==> images/metal_stack.png <==
The bar under the picture is 200 µm long.
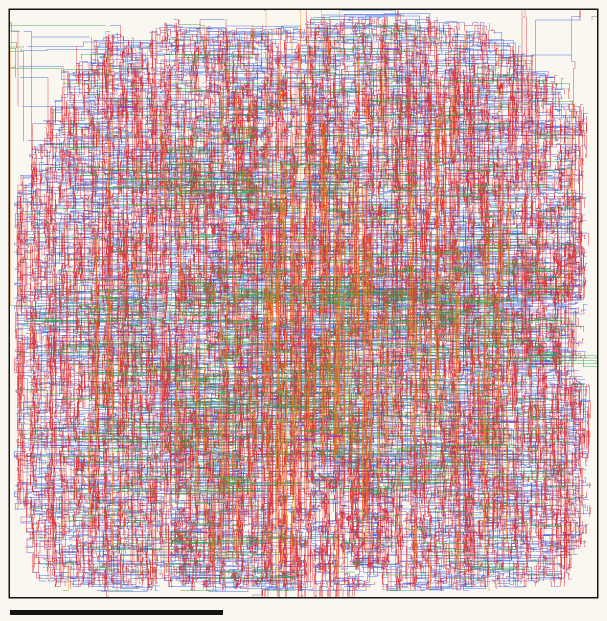
==> images/density.png <==
28 x 28 tiles, from dark blue (low) to red (high), 0 to 100% covered.
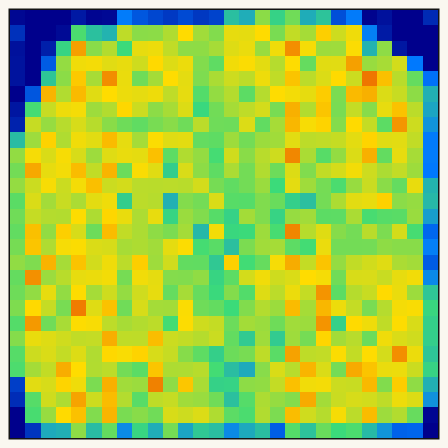
==> images/clock_map.png <==
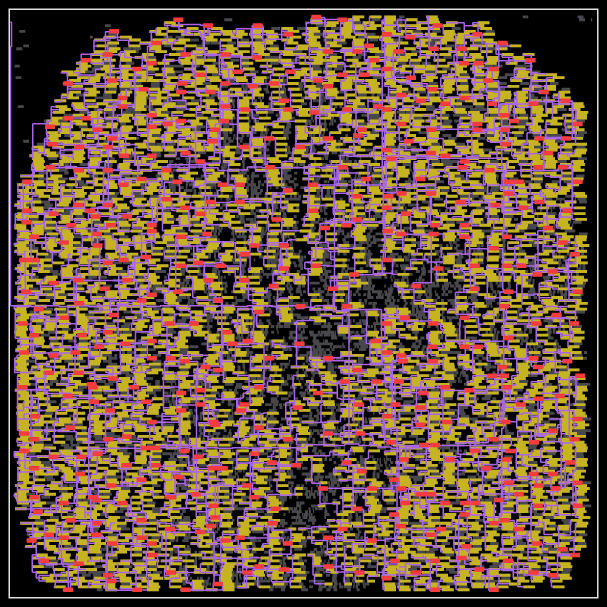
==> images/final_congestion.png <==
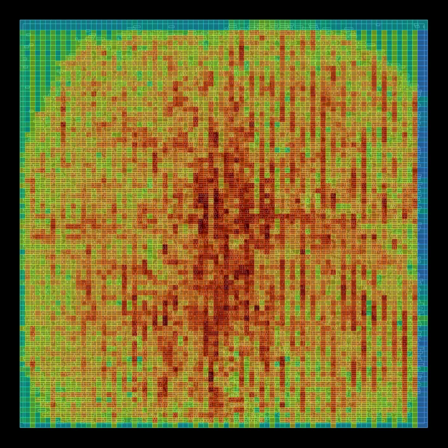
Design list_sum_datapath, sky130hd; sources not shown.
==> impl_metrics.env <==
# flow metrics
export IMPL_grt_pass1_vias=90300
export IMPL_synthTopCellsByArea="edfxtp_1 74%, mux4_2 13%, a22oi_1 4.2%, nand3_1 1.1%, nor2_1 0.72%"
export IMPL_rsz0062_at_grt="false"
export IMPL_numSynthFlops=4136
export IMPL_xor_share_pct=0.163
export IMPL_logic_gates=3628
export IMPL_fmax_mhz=108
export IMPL_final_area_um2=187000
export IMPL_synth_stat_cells=8393
export IMPL_syn_to_final_growth_pct=12.7
export IMPL_max_stage_delay_ns=0.68
export IMPL_synth_cell_area_um2=166000
export IMPL_nNetsFinal=8891
export IMPL_post_place_ws_ns=-0.0704
export IMPL_simple_gate_share_pct=3.38
export IMPL_largest_area_cell="edfxtp_1"
export IMPL_grt_max_degree=178
export IMPL_drc_errors=0
export IMPL_muxShareOfSynthArea_pct=13.7
export IMPL_tns_ns=0
export IMPL_dominant_cell_class="flip-flops and latches"
export IMPL_total_power_w=0.0430
export IMPL_powerDensity_nw_per_um2=230
export IMPL_hold_path_class="reg2reg"
export IMPL_ctsHoldBuffers=0
export IMPL_antenna_cells=21
export IMPL_grt_pass1_wl_mm=683
export IMPL_crit_slowest_cell="nor4_2"
export IMPL_tightestPinTransition_ns=1.50
export IMPL_p_leak_nw=57.7
export IMPL_inv_count=18
export IMPL_routed_via_density=7.10
export IMPL_max_cap_violations=0
export IMPL_numCtsBuffers=458
export IMPL_largest_register_ffs=4096
export IMPL_flop_area_um2=124000
export IMPL_top_area_share_pct=74.3
export IMPL_power_leader="registers"
export IMPL_row_count=199
export IMPL_die_x_um=552
export IMPL_hpwl_mm=290
export IMPL_io_pins=66
export IMPL_critPathRequiredTime_ns=7.44
export IMPL_async_flop_share_pct=0
export IMPL_holdWs_ns=0.488
export IMPL_die_area_um2=305000
export IMPL_tap_cells=3919
export IMPL_p_comb_w=0.00663
export IMPL_wl_met1_mm=180
export IMPL_path_class="reg2out"
export IMPL_relSlewSlack_pct=0.108
export IMPL_cts_sinks=4136
export IMPL_ctsRootBufferMaster="clkbuf_16"
export IMPL_ff2ff_setup_slack_ns=1.52
export IMPL_cts_setup_buffers=0
export IMPL_final_nonclk_buf_share_pct=2.98
export IMPL_final_setup_viol_count=0
export IMPL_seqPwrFrac_pct=48.0
export IMPL_cts_max_path_buffers=4
export IMPL_hold_depth=2
export IMPL_powerSeq_w=0.0206
export IMPL_seq_share_pct=66.4
export IMPL_htree_levels=5
export IMPL_firstDrtPassIters=6
export IMPL_cp_end_kind="output port"
export IMPL_synth_logic_top_family="multiplexers"
export IMPL_ctsResizeCount=2
export IMPL_comb_power_share_pct=15.4
export IMPL_syn_avg_cell_area_um2=19.7
export IMPL_most_common_cell="edfxtp_1"
export IMPL_floorplanUtilization_pct=56.3
export IMPL_fin_ws_ns=0.0614
export IMPL_drt_initial_drc_count=13200
export IMPL_r2r_cells=23
export IMPL_critPathArrivalTime_ns=7.38
export IMPL_synth_edff_count=4096
export IMPL_dp_cells=12300
export IMPL_die_y_um=552
export IMPL_hold_viol=0
export IMPL_internal_power_w=0.0320
export IMPL_final_clk_cell_share_pct=6.67
export IMPL_worst_path_buf_inv=5
export IMPL_n_clock_buffer=567
export IMPL_layout_drive_gt1_share_pct=23.7
export IMPL_clk_pin_slew_ns=0.06
export IMPL_status="finished clean"
export IMPL_yosys_warnings=0
export IMPL_crit_chain="ha_1, buf_4, nor2_4, buf_12, buf_4, a22oi_1, and3_1, a311oi_1, a311oi_1, o22ai_1, nand3b_1, nor4b_2, nand2_1, nor4_2, buf_4, clkdlybuf4s50_1"
export IMPL_common_cells="4096 x edfxtp_1, 965 x mux4_2, 920 x a22oi_1"
export IMPL_fin_crit_sh_pct=99.3
export IMPL_ys_sh_adder_pct=0.163
export IMPL_synthCells=8393
export IMPL_drv_slew=0
export IMPL_antenna_found_initial=33
export IMPL_cp_num_cells=16
export IMPL_placed_area_um2=174000
export IMPL_p_sw_share_pct=25.5
export IMPL_ys_flop_type="edfxtp_1"
export IMPL_fillers=19900
export IMPL_combGateArea_um2=39700
export IMPL_cpMostUsedCell="buf_4"
export IMPL_wl_met3_mm=50.3
export IMPL_seq_cell_count=4136
export IMPL_n_all_buffers=596
export IMPL_overflow=0
export IMPL_switching_power_w=0.0110
export IMPL_ys_sh_aoi_pct=6.26
export IMPL_cts_tree="done"
export IMPL_yosysChipArea_um2=166000
export IMPL_synth_sequential_area_ratio_pct=74.7
export IMPL_cp_top_family="simple AND/OR/NAND/NOR gates"
export IMPL_crit_path_max_fanout=70
export IMPL_instances_no_fill=12900
-- metal_stack.png (at the start) --
| colour | layer | wire length |
|---|---|---|
| blue | met1 | 180 mm |
| purple | met5 | 123 µm |
| green | met3 | 50.3 mm |
| orange | met4 | 25.7 mm |
| red | met2 | 230 mm |
Routed WL per cell: 37.6 µm
Routed WL: 486 mm
Total GRT Usage: 31.9%
Vias: 91700

-- density.png (at the start) --
mean over tiles: 60%
densest ninth of the die: west
tiles over 75% full: 11%
share of the core filled with cells: 63.5%
core area: 294000 µm²

-- clock_map.png (at the start) --
[yellow] flip-flops | count: 4136
[red] cells driving clock nets | count: 458
[purple] clock wires | length: 46.3 mm
flops lie: widely spread
routed clock nets: 459
clk ins delay skew pair: 0.97 ns
Clock power frac: 36.6%
clk pwr: 0.0157 W
Clock Skew: 0.0514 ns

-- final_congestion.png (at the start) --
met1 Use GR: 43.8%
met2 Usage GRT: 49.6%
global route hottest layer: met2
global routing usage on met3: 6.96%

No activity file was given, so power comes from the tool's default toggle rates.
